**src/rtl/mem_stage.sv**
```systemverilog
// mem_stage: MEM pipeline stage sitting directly after EX.
//
// Load/store requests from EX become a byte-serial access on the 8-bit
// memory-controller port. Loads are assembled little-endian, then zero- or
// sign-extended. Stores are split into bytes, lowest address first.
// Instructions that do not touch memory pass straight through to write-back
// with zero latency. While an access is in flight, stall_req_o holds IF..EX.
//
// Ports
//   clk, rst (async, active-low), rdy (0 freezes all state)
//   EX side    : wd_i, wreg_i, wdata_i, mem_addr_i, loading_i, storing_i,
//                mem_length_i, mem_signed_i
//   memory side: mem_req_o, mem_we_o, mem_a_o, mem_dout_o, mem_gnt_i, mem_din_i
//   pipeline   : stall_req_o to ctrl; wd_o, wreg_o, wdata_o to write-back
//
// State  | meaning
// -------+-----------------------------------------------------------------
// IDLE   | no access in flight; non-memory instructions pass through
// BUSY   | one byte request per grant, cnt = index of the current byte
// DONE   | single cycle presenting the load result / store completion

module mem_stage #(
   parameter int ADDR_W  = 32,
   parameter int MAX_LEN = 4
) (
   input  logic              clk,
   input  logic              rst,
   input  logic              rdy,
   input  logic [4:0]        wd_i,
   input  logic              wreg_i,
   input  logic [31:0]       wdata_i,
   input  logic [ADDR_W-1:0] mem_addr_i,
   input  logic              loading_i,
   input  logic              storing_i,
   input  logic [2:0]        mem_length_i,
   input  logic              mem_signed_i,
   input  logic              mem_gnt_i,
   input  logic [7:0]        mem_din_i,
   output logic              mem_req_o,
   output logic              mem_we_o,
   output logic [ADDR_W-1:0] mem_a_o,
   output logic [7:0]        mem_dout_o,
   output logic              stall_req_o,
   output logic [4:0]        wd_o,
   output logic              wreg_o,
   output logic [31:0]       wdata_o
);

   typedef enum logic [1:0] {IDLE, BUSY, DONE} state_t;

   localparam logic [2:0] MAX_LEN_L = 3'(MAX_LEN);

   state_t            state_q, state_d;
   logic [1:0]        cnt_q;
   logic [31:0]       buf_q;
   logic [ADDR_W-1:0] addr_q;
   logic [2:0]        len_q;
   logic              signed_q;
   logic [31:0]       data_q;
   logic [4:0]        wd_q;
   logic              wreg_q;
   logic              store_q;

   logic [2:0]        len_in;
   logic              access;
   logic              last_byte;
   logic [31:0]       ext;

   assign len_in    = (mem_length_i > MAX_LEN_L) ? MAX_LEN_L : mem_length_i;
   // A zero-length request is treated as an ordinary pass-through instruction.
   assign access    = (loading_i | storing_i) & (len_in != 3'd0);
   assign last_byte = ({1'b0, cnt_q} == (len_q - 3'd1));

   // Sign bit sits at 8*len-1; bytes above the access length are never read.
   always_comb begin
      ext = buf_q;
      case (len_q)
         3'd1:    ext = {{24{signed_q & buf_q[7]}},  buf_q[7:0]};
         3'd2:    ext = {{16{signed_q & buf_q[15]}}, buf_q[15:0]};
         3'd3:    ext = {{8{signed_q & buf_q[23]}},  buf_q[23:0]};
         default: ext = buf_q;
      endcase
   end

   always_ff @(posedge clk or negedge rst) begin
      if (!rst) begin
         state_q  <= IDLE;
         cnt_q    <= '0;
         buf_q    <= '0;
         addr_q   <= '0;
         len_q    <= '0;
         signed_q <= 1'b0;
         data_q   <= '0;
         wd_q     <= '0;
         wreg_q   <= 1'b0;
         store_q  <= 1'b0;
      end else if (rdy) begin
         state_q <= state_d;
         case (state_q)
            IDLE: begin
               if (access) begin
                  addr_q   <= mem_addr_i;
                  len_q    <= len_in;
                  signed_q <= mem_signed_i;
                  data_q   <= wdata_i;
                  wd_q     <= wd_i;
                  wreg_q   <= wreg_i;
                  // Both request bits set resolves to a load.
                  store_q  <= storing_i & ~loading_i;
                  cnt_q    <= '0;
                  buf_q    <= '0;
               end
            end
            BUSY: begin
               if (mem_gnt_i) begin
                  if (!store_q) buf_q[{cnt_q, 3'b000} +: 8] <= mem_din_i;
                  if (!last_byte) cnt_q <= cnt_q + 2'd1;
               end
            end
            default: ;
         endcase
      end
   end

   always_comb begin
      state_d     = state_q;
      mem_req_o   = 1'b0;
      mem_we_o    = 1'b0;
      mem_a_o     = '0;
      mem_dout_o  = '0;
      stall_req_o = 1'b0;
      wd_o        = wd_i;
      wreg_o      = wreg_i;
      wdata_o     = wdata_i;
      case (state_q)
         IDLE: begin
            if (access) begin
               stall_req_o = 1'b1;
               wreg_o      = 1'b0;
               if (rdy) state_d = BUSY;
            end
         end
         BUSY: begin
            // Request outputs depend only on registered state, so they stay
            // put while the controller withholds its grant.
            mem_req_o   = rdy;
            mem_we_o    = store_q;
            mem_a_o     = addr_q + ADDR_W'(cnt_q);
            mem_dout_o  = data_q[{cnt_q, 3'b000} +: 8];
            stall_req_o = 1'b1;
            wd_o        = wd_q;
            wreg_o      = 1'b0;
            wdata_o     = '0;
            if (rdy && mem_gnt_i && last_byte) state_d = DONE;
         end
         DONE: begin
            wd_o    = wd_q;
            wreg_o  = wreg_q;
            wdata_o = store_q ? 32'd0 : ext;
            if (rdy) state_d = IDLE;
         end
         default: state_d = IDLE;
      endcase
      // Reset silences every output immediately, including the pass-through.
      if (!rst) begin
         mem_req_o   = 1'b0;
         mem_we_o    = 1'b0;
         mem_a_o     = '0;
         mem_dout_o  = '0;
         stall_req_o = 1'b0;
         wd_o        = '0;
         wreg_o      = 1'b0;
         wdata_o     = '0;
      end
   end

endmodule

```
**config.mk**
```make
export PLATFORM = sky130hd
export DESIGN_NAME = mem_stage
export DESIGN_NICKNAME = d
export VERILOG_FILES = /design/src/rtl/mem_stage.sv
export SDC_FILE = /design/constraint.sdc
export NUM_CORES = 1
export LEC_CHECK = 0
export ABC_AREA = 1
export CORE_MARGIN = 4
export CORE_UTILIZATION = 40
export DETAILED_ROUTE_END_ITERATION = 8
export PLACE_DENSITY = 0.69
export SLEW_MARGIN = 20
export SYNTH_ARGS = -nofsm -noshare
export SYNTH_HDL_FRONTEND = slang
export SYNTH_SLANG_ARGS = --single-unit
```
**constraint.sdc**
```tcl
create_clock -name clk -period 2.1 [get_ports clk]
set_clock_uncertainty 0.2 [all_clocks]
set_input_delay 0.42 -clock clk [delete_from_list [all_inputs] [get_ports clk]]
set_output_delay 0.42 -clock clk [all_outputs]
set_load 0.05 [all_outputs]
```
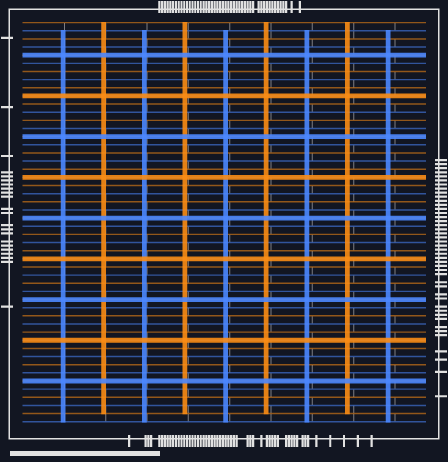
(images/floorplan.png)
Bar = 50 µm. Pins as bars on the die edge. Tap cells in grey.
Blue shows VSS. Orange shows VDD.
229 tap cells. The core has 49 rows. 169 signal pins sit on the boundary. 9 straps on met5.
die span in x: 143 µm
peak supply drop: 0.799 mV
Die Ht: 143 µm

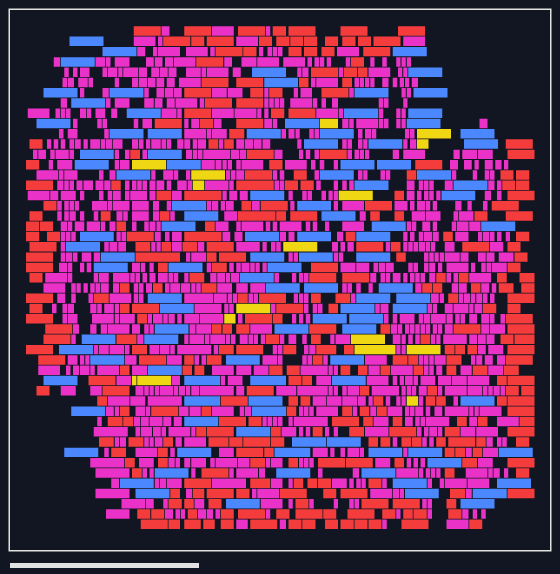
(images/class_map.png)
Bar = 50 µm.
Magenta shows remaining logic cells, cells 973, share of their area 46%. Yellow shows clock drivers and dummy loads, cells 16, share of their area 2.3%. Blue shows sequential cells, cells 111, share of their area 21%. Red shows remaining buffers and delay cells, cells 333, share of their area 31%.
sequential cell area share: 20.3%
post-route core utilization: 76.5%
Row Count: 49
Core ar.: 0.0180 mm²
post-layout instance area: 0.0137 mm²

==> job_summary.md <==
## Synthesis and layout report

| Metric | Value |
|---|---|
| Static Leakage | `between 0.006 and 0.007 µW` |
| Critical Path Sink Type | `output port` |
| Synth Seq Share | `38.1%` |
| Top-count cell post-synth | `nand2_1` |
| Crit start category | `register` |
| Placed cells | `1604` |
| Commonest Layout Cell | `nand2_1` |
| Pre-antenna DRT Iters | `6` |
| Failing checks | `negative setup slack` |
| CTS resizes | `197` |
| Crit path from | `len_q[0]$_DFFE_PN0P_` |
| GR peak layer | `met2` |
| Setup Buffers After CTS | `28` |
| Signal buf overhead | `30.6%` |
| Worst setup margin | `-0.763 ns` |
| Pwr dens | `1280 mW/mm²` |
| Pre-CTS setup slack | `-0.366 ns` |
| Synth Area in Adders | `~2.7%` |
| DRC viols | `0` |
| Worst path max stage delay | `0.47 ns` |
| Post-Synthesis Cells | `roughly 1.1k` |
| CP top delay family | `simple AND/OR/NAND/NOR gates` |
| Global-route wire length before repair | `around 47 mm` |
| Multi-input gates | `858` |
| Chip area | `0.0204 mm²` |
| Non-CTS inverters | `between 100 and 150` |
| CP required | `1.48 ns` |
| DR WL met2 | `15.8 mm` |
| Commonest flop | `dfrtp_1` |
| Minimum clock period | `2.86 ns` |
| Combinational share of cell area | `about 41%` |
| EDFF count, synth | `0` |
| CP cell instances | `inv_2 > ha_4 > inv_4 > nor2_4 > buf_6 > nand3_4 > nand2_2 > nor2_2 > nand2_2 > nand2_2 > a21oi_4 > buf_12` |
| Outcome | `finished, violations left` |
| Reg2Reg Launch Point | `cnt_q[0]$_DFFE_PN0P_` |
| CTS buffer count | `9` |
| Aoi share | `12.1%` |
| Tightest hold margin | `0.0665 ns` |
| Syn_area_per_cell | `6.47 µm²` |
| RSZ-0062 raised after global routing | `true` |
| Flops | `111` |
| Clock tree from TritonCTS | `done` |
| Port Buf Inserts | `168` |
| Min-Delay Path Class | `in2async` |
| Flop2flop setup slack | `-0.15 ns` |
| Initial DRC count | `approximately 600` |
| Synth warnings | `0` |
| GR Layer Usage met2 | `51.1%` |
| I/O Pins | `around 170` |
| Asr flop ratio synth | `100%` |
| WP buf/inv | `4` |
| Met1 usage | `a little over a third` |
| Internal Dissipation | `about 9200 µW` |
| Slew Viols, Final | `0` |
| Cell taking the most area after synthesis | `dfrtp_1` |
| Comb area leader | `simple AND/OR/NAND/NOR gates` |
| FMAX | `~350 MHz` |
| HPWL Detailed | `20.8 mm` |
| Nets at Floorplan | `between 1k and 1.5k` |
| Area leader share | `38.1%` |
| Final setup fails | `103` |
| Cells in synth_stat.txt | `1126` |
| Yosys stat chip area | `0.00728 mm²` |
| Switching power total | `8370 µW` |
| Tot GR Track Use | `29.4%` |
| CP max-delay cell | `dfrtp_2` |
| Clock sinks | `111` |
| CP max FO | `4` |
| Pwr top | `combinational logic` |
| Area growth syn-to-layout | `88.6%` |
| Synthesized cell area | `0.00728 mm²` |
| Largest net degree at the start of global routing | `slightly above 50` |
| Final antenna-violating net count | `0` |
| Most common logic cells in the final layout | `324 x nand2_1, 109 x buf_4, 107 x dfrtp_1, 102 x nor2_1, 99 x buf_12` |
| Post-synth top cells | `427 x nand2_1, 146 x nor2_1, 111 x dfrtp_1` |
| Combinational power share | `~69%` |
| # diodes | `2` |
| Worst R2R Path Depth | `9` |
| Cell mode on critical path | `nand2_2` |
| Max cap viols | `0` |
| Critical path depth | `12` |
| XOR-XNOR Cells, Area Fraction | `0.361%` |
| Logic area | `0.00568 mm²` |
| Clock buffer count | `11` |
| M1 WL | `11.6 mm` |
| Clk slew on worst S/H paths | `roughly 0.070 ns` |
| FILL cells | `1149` |
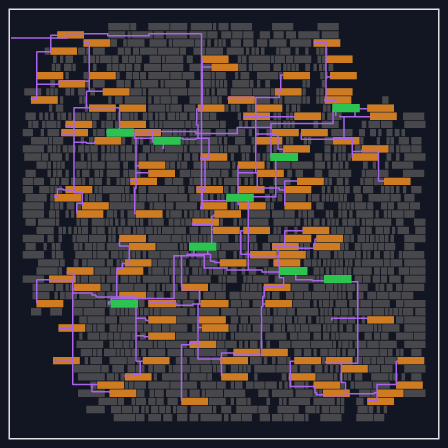
(images/clock_wires.png)
Green shows clock-net drivers, count 9. Orange shows flip-flops, count 111. Purple shows clock wires, length 1510 µm.
There are 10 routed clock nets. Position of the flops: widely spread.
Clock Latency Late Sink: 0.37 ns
clock-net power: 1830 µW
clock network power share: 10.5%

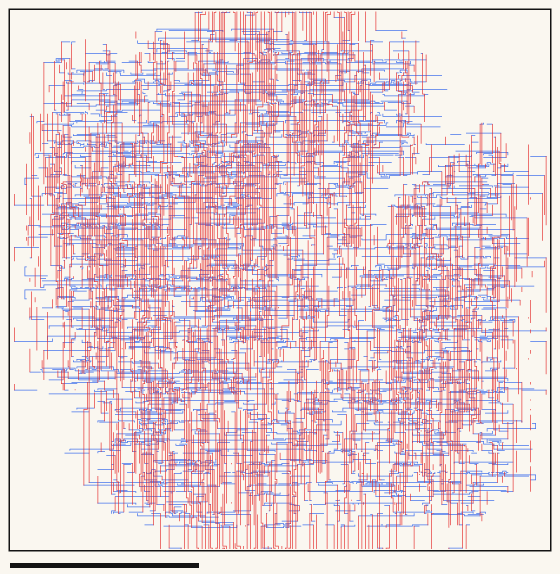
(images/layers.png)
Bar = 50 µm. Two of the layers only.
Red shows M2, wire length 15800 µm. Blue shows M1, wire length 11600 µm.
Vias: 9024
WL final: 31.2 mm
Avg WL per Cell: 18.8 µm

Power and IR drop assume default switching activity.
